File: src/rtl/glb_dma_pkg.sv
// Shared types and constants for the DRAM<->GLB DMA controller.
package glb_dma_pkg;

    typedef enum logic [2:0] {
        IDLE,
        FWD,
        BWD,
        DRAIN,
        DONE_PULSE
    } state_e;

    localparam logic DIR_FWD = 1'b0;
    localparam logic DIR_BWD = 1'b1;

    localparam int CH_IFMAP  = 0;
    localparam int CH_FILTER = 1;
    localparam int CH_BIAS   = 2;
    localparam int CH_PSUM   = 3;

endpackage

File: src/rtl/glb_dma_beat_counter.sv
// Loadable terminal-count beat counter; last_o flags the beat that completes the transfer.
module glb_dma_beat_counter #(
    parameter int W = 20
) (
    input  logic         clk,
    input  logic         rst,
    input  logic         load_i,
    input  logic [W-1:0] term_i,
    input  logic         inc_i,
    input  logic         clr_i,
    output logic [W-1:0] cnt_o,
    output logic         last_o
);

    localparam logic [W-1:0] ONE = {{(W-1){1'b0}}, 1'b1};

    logic [W-1:0] cnt_q, cnt_d;
    logic [W-1:0] term_q, term_d;

    always_comb begin
        cnt_d  = cnt_q;
        term_d = term_q;
        if (load_i) begin
            cnt_d  = '0;
            term_d = term_i;
        end else if (clr_i) begin
            cnt_d = '0;
        end else if (inc_i) begin
            cnt_d = cnt_q + ONE;
        end
    end

    always_ff @(posedge clk or posedge rst) begin
        if (rst) begin
            cnt_q  <= '0;
            term_q <= '0;
        end else begin
            cnt_q  <= cnt_d;
            term_q <= term_d;
        end
    end

    assign cnt_o  = cnt_q;
    // Terminal count of zero never reaches a beat state, so the wrap of term_q-1 is harmless.
    assign last_o = (cnt_q == term_q - ONE);

endmodule

File: src/rtl/glb_dma_controller.sv
// DRAM<->GLB DMA controller with valid/ready beats and a post-transfer drain period.
// Optional stall counter enabled by defining GLB_DMA_STALL_CNT_EN.
module glb_dma_controller
    import glb_dma_pkg::*;
#(
    parameter int ADDR_WIDTH   = 20,
    parameter int NUM_CH       = 4,
    parameter int CH_W         = 2,
    parameter int DRAIN_CYCLES = 6,
    parameter int CNT_W        = 4
) (
    input  logic                  core_clk,
    input  logic                  core_reset,
    input  logic                  start,
    input  logic                  dir,
    input  logic [CH_W-1:0]       chan_sel,
    input  logic [ADDR_WIDTH-1:0] words_num,
    input  logic                  dram_valid,
    input  logic                  glb_wfull,
    input  logic                  glb_rempty,
    input  logic                  dram_ready,
    output logic                  read_from_DRAM,
    output logic [NUM_CH-1:0]     glb_winc,
    output logic                  read_from_GLB,
    output logic                  DRAM_w_en,
    output logic                  Direct_Back_Path,
    output logic                  busy,
    output logic [ADDR_WIDTH-1:0] beat_cnt,
    output logic [NUM_CH-1:0]     transfer_done,
    output logic                  back_transfer_done,
    output logic [ADDR_WIDTH-1:0] stall_cycles
);

    localparam logic [CNT_W-1:0] DRN_LAST = CNT_W'(DRAIN_CYCLES - 1);
    localparam logic [CNT_W-1:0] DRN_ONE  = {{(CNT_W-1){1'b0}}, 1'b1};

    state_e            state_q, state_d;
    logic              dir_q, dir_d;
    logic [CH_W-1:0]   chan_q, chan_d;
    logic [CNT_W-1:0]  drn_q, drn_d;
    logic              accept, fwd_beat, bwd_beat, last_beat;
    logic [NUM_CH-1:0] chan_oh;

    assign accept   = (state_q == IDLE) && start;
    assign fwd_beat = (state_q == FWD) && dram_valid && !glb_wfull;
    assign bwd_beat = (state_q == BWD) && !glb_rempty && dram_ready;

    // Out-of-range channels decode to all-zero: beats still drain the source, nothing is written.
    always_comb begin
        chan_oh = '0;
        for (int i = 0; i < NUM_CH; i++) begin
            chan_oh[i] = (int'(chan_q) == i);
        end
    end

    glb_dma_beat_counter #(.W(ADDR_WIDTH)) u_beat_cnt (
        .clk    (core_clk),
        .rst    (core_reset),
        .load_i (accept),
        .term_i (words_num),
        .inc_i  (fwd_beat || bwd_beat),
        .clr_i  (state_q == DONE_PULSE),
        .cnt_o  (beat_cnt),
        .last_o (last_beat)
    );

    always_comb begin
        state_d = state_q;
        dir_d   = dir_q;
        chan_d  = chan_q;
        drn_d   = drn_q;
        case (state_q)
            IDLE: begin
                if (start) begin
                    dir_d  = dir;
                    chan_d = chan_sel;
                    if (words_num == '0)       state_d = DONE_PULSE;
                    else if (dir == DIR_BWD)   state_d = BWD;
                    else                       state_d = FWD;
                end
            end
            FWD:   if (fwd_beat && last_beat) state_d = DRAIN;
            BWD:   if (bwd_beat && last_beat) state_d = DRAIN;
            DRAIN: begin
                if (drn_q == DRN_LAST) begin
                    drn_d   = '0;
                    state_d = DONE_PULSE;
                end else begin
                    drn_d = drn_q + DRN_ONE;
                end
            end
            DONE_PULSE: state_d = IDLE;
            default:    state_d = IDLE;
        endcase
    end

    always_ff @(posedge core_clk or posedge core_reset) begin
        if (core_reset) begin
            state_q <= IDLE;
            dir_q   <= 1'b0;
            chan_q  <= '0;
            drn_q   <= '0;
        end else begin
            state_q <= state_d;
            dir_q   <= dir_d;
            chan_q  <= chan_d;
            drn_q   <= drn_d;
        end
    end

    assign read_from_DRAM     = fwd_beat;
    assign glb_winc           = fwd_beat ? chan_oh : '0;
    assign read_from_GLB      = bwd_beat;
    assign DRAM_w_en          = bwd_beat;
    assign Direct_Back_Path   = (dir_q == DIR_BWD) && ((state_q == BWD) || (state_q == DRAIN));
    assign busy               = (state_q != IDLE);
    assign transfer_done      = ((state_q == DONE_PULSE) && (dir_q == DIR_FWD)) ? chan_oh : '0;
    assign back_transfer_done = (state_q == DONE_PULSE) && (dir_q == DIR_BWD);

`ifdef GLB_DMA_STALL_CNT_EN
    logic [ADDR_WIDTH-1:0] stall_q, stall_d;

    always_comb begin
        stall_d = stall_q;
        if (accept)
            stall_d = '0;
        else if (((state_q == FWD) && !fwd_beat) || ((state_q == BWD) && !bwd_beat))
            stall_d = (stall_q == '1) ? stall_q : stall_q + {{(ADDR_WIDTH-1){1'b0}}, 1'b1};
    end

    always_ff @(posedge core_clk or posedge core_reset) begin
        if (core_reset) stall_q <= '0;
        else            stall_q <= stall_d;
    end

    assign stall_cycles = stall_q;
`else
    assign stall_cycles = '0;
`endif

endmodule

File: config.mk
export PLATFORM = sky130hd
export DESIGN_NAME = glb_dma_controller
export DESIGN_NICKNAME = d
export VERILOG_FILES = /design/src/rtl/glb_dma_pkg.sv /design/src/rtl/glb_dma_beat_counter.sv /design/src/rtl/glb_dma_controller.sv
export SDC_FILE = /design/constraint.sdc
export NUM_CORES = 1
export LEC_CHECK = 0
export CAP_MARGIN = 20
export CORE_MARGIN = 2
export CORE_UTILIZATION = 53
export CTS_CLUSTER_DIAMETER = 150
export DETAILED_ROUTE_END_ITERATION = 10
export GPL_ROUTABILITY_DRIVEN = 0
export PLACE_DENSITY = 0.86
export SLEW_MARGIN = 20
export SYNTH_ARGS = -nofsm -noshare
export SYNTH_HDL_FRONTEND = slang
export SYNTH_SLANG_ARGS = --single-unit
File: constraint.sdc
create_clock -name core_clk -period 5.85 [get_ports core_clk]
set_clock_uncertainty 0.05 [all_clocks]
set_input_delay 1.17 -clock core_clk [delete_from_list [all_inputs] [get_ports core_clk]]
set_output_delay 1.17 -clock core_clk [all_outputs]
set_load 0.02 [all_outputs]
==> images/layer_met2.png <==
The bar under the picture is 20 um long.
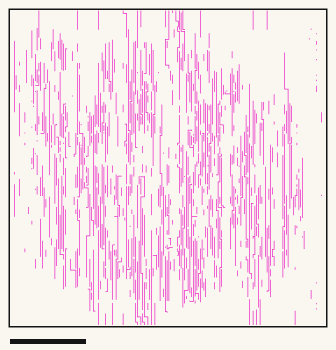
The wires run mostly vertical. The longest straight run is 34.0 um. The layer holds 49% of the routed length. 401 nets have wire on it. The layer carries 3760 um of wire.

==> images/power_grid.png <==
The bar under the picture is 20 um long. Pins as bars on the die edge.
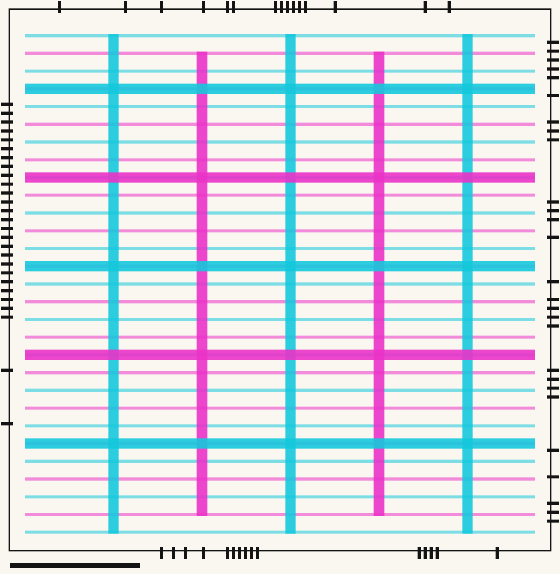
Key: VSS = cyan; VDD = magenta
5 straps on met4. 84 signal pins sit on the boundary.
die x size: 82.8 um
chip height: 82.8 um
maximum VDD drop: 0.264 mV
Core Region: 5960 sq um

==> images/wires.png <==
The bar under the picture is 20 um long. Only two layers are drawn.
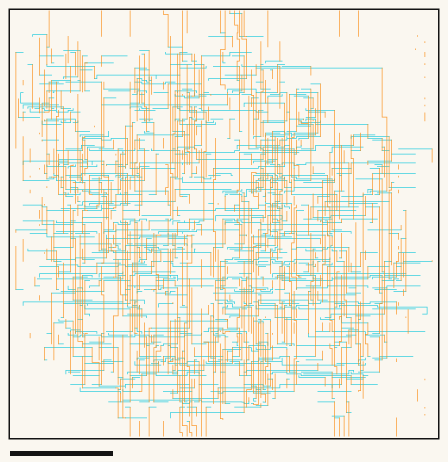
Key: metal 1 = cyan [wire length 3290 um]; metal 2 = orange [wire length 3760 um]
DR WL/cell: 15.8 um
Vias: 2808
total track usage: 0.219

==> results.tsv <==
stage	metric	value	unit
outcome	status	complete, no violations	
routing	final wirelength	7.69	mm
final_layout	Reg area	1250	sq um
power_and_ir_drop	Logic pwr share	0.433	
logic_synthesis	EDFF count, synth	0	
routing	met2 WL	3.76	mm
setup_path	Setup crit start kind	input port	
routing	top sig layer	met4	
logic_synthesis	asr flop ratio synth	1.00	
setup_path	crit path buf inv count	2	
power_and_ir_drop	Tot Pwr	1500	uW
routing	DRC viols	0	
final_timing	setup_tns	0	ns
grt	first-pass GRT wire length	12.6	mm
clock_tree	count of clock tree sinks	50	
logic_synthesis	Post-synth regs	50	
final_timing	Hold Vio Cnt, Final	0	
final_timing	Final Max Tran Viols	0	
logic_synthesis	Synth Instances	358	
logic_synthesis	most common cell in the synthesized netlist	dfrtp_1	
power_and_ir_drop	Power Internal	863	uW
logic_synthesis	top area contributor share	0.380	
setup_path	Reg-to-Reg End	state_q[1]	
flow_run	OpenROAD warnings	26	
final_timing	Max-slew headroom	0.430	
grt	GR Layer Usage met1	0.290	
flow_run	Max Cap Viol	0	
routing	DR WL met3	542	um
logic_synthesis	synthesized area	3290	sq um
setup_path	Critical Path Sink	glb_winc[0]	
logic_synthesis	library cells used by synthesis	56	
setup_path	most frequent cell on the critical path	clkdlybuf4s50_1	
routing	final antenna-violating net count	0	
placed_design	Placed Area	3870	sq um
min_path	Hold Path End	drn_q[3]	
placed_design	setup slack after placement	1.68	ns
final_layout	Top cell excl fill/tap	clkdlybuf4s50_1	
final_timing	Tightest Pin Transition	0.854	ns
final_timing	Final setup viols	0	
floorplan	Ports	84	
setup_path	CP top delay family	buffers and inverters	
final_layout	FILL cells	473	
logic_synthesis	post-synth top area cell	dfrtp_1	
logic_synthesis	yosys stat area	3290	sq um
power_and_ir_drop	Clock power frac	0.142	
logic_synthesis	synth top area cells	dfrtp_1, mux2_2, xnor2_1	
logic_synthesis	top cells by count	dfrtp_1, nor2_1, xnor2_1	
setup_path	FF-to-FF Start	u_beat_cnt.term_q[0]	
setup_path	crit path kind	in2out	
logic_synthesis	yosys cell count	358	
setup_path	WP data arrival	2.96	ns
setup_path	r2r setup slk	3.16	ns
final_timing	post-route minimum period	4.18	ns
setup_path	start point of the critical path	glb_wfull	
clock_tree	H-tree depth	2	
min_path	hold path depth	1	
power_and_ir_drop	power per cell area	379	nW/um^2
routing	met1 WL	3.29	mm
grt	busiest grt layer	met2	
clock_tree	number of CTS-inserted buffers	5	
setup_path	Crit. End Element	primary output	
logic_synthesis	MUX area fraction	0.0753	
setup_path	CP Max Fanout	6	
final_layout	diode count	0	
-- final cells by class --
class,instances,area share
inverter,10,0.0101
multi-input combinational,280,0.464
clock buffer,5,0.0174
tap,75,0.0237
sequential,50,0.316
clock inverter,3,0.00569
timing repair buffer,65,0.163
-- power by group through the flow --
| stage | Clock [uW] | Sequential (uW) | Combinational, uW |
|---|---|---|---|
| after floorplan | 0 | 576 | 535 |
| after global placement | 0 | 630 | 619 |
| after detailed placement | 0 | 637 | 646 |
| after CTS | 216 | 633 | 650 |
| after global routing | 231 | 656 | 711 |
| final | 213 | 637 | 650 |
-- cell families after synthesis --
family	after synthesis
AND/OR/NAND/NOR	154
flip-flops	50
buffers and inverters	47
XOR/XNOR	44
AND-OR/OR-AND	38
multiplexers	22
adder cells (fa/ha/maj)	2
other	1
No activity file was given, so power comes from the tool's default toggle rates.
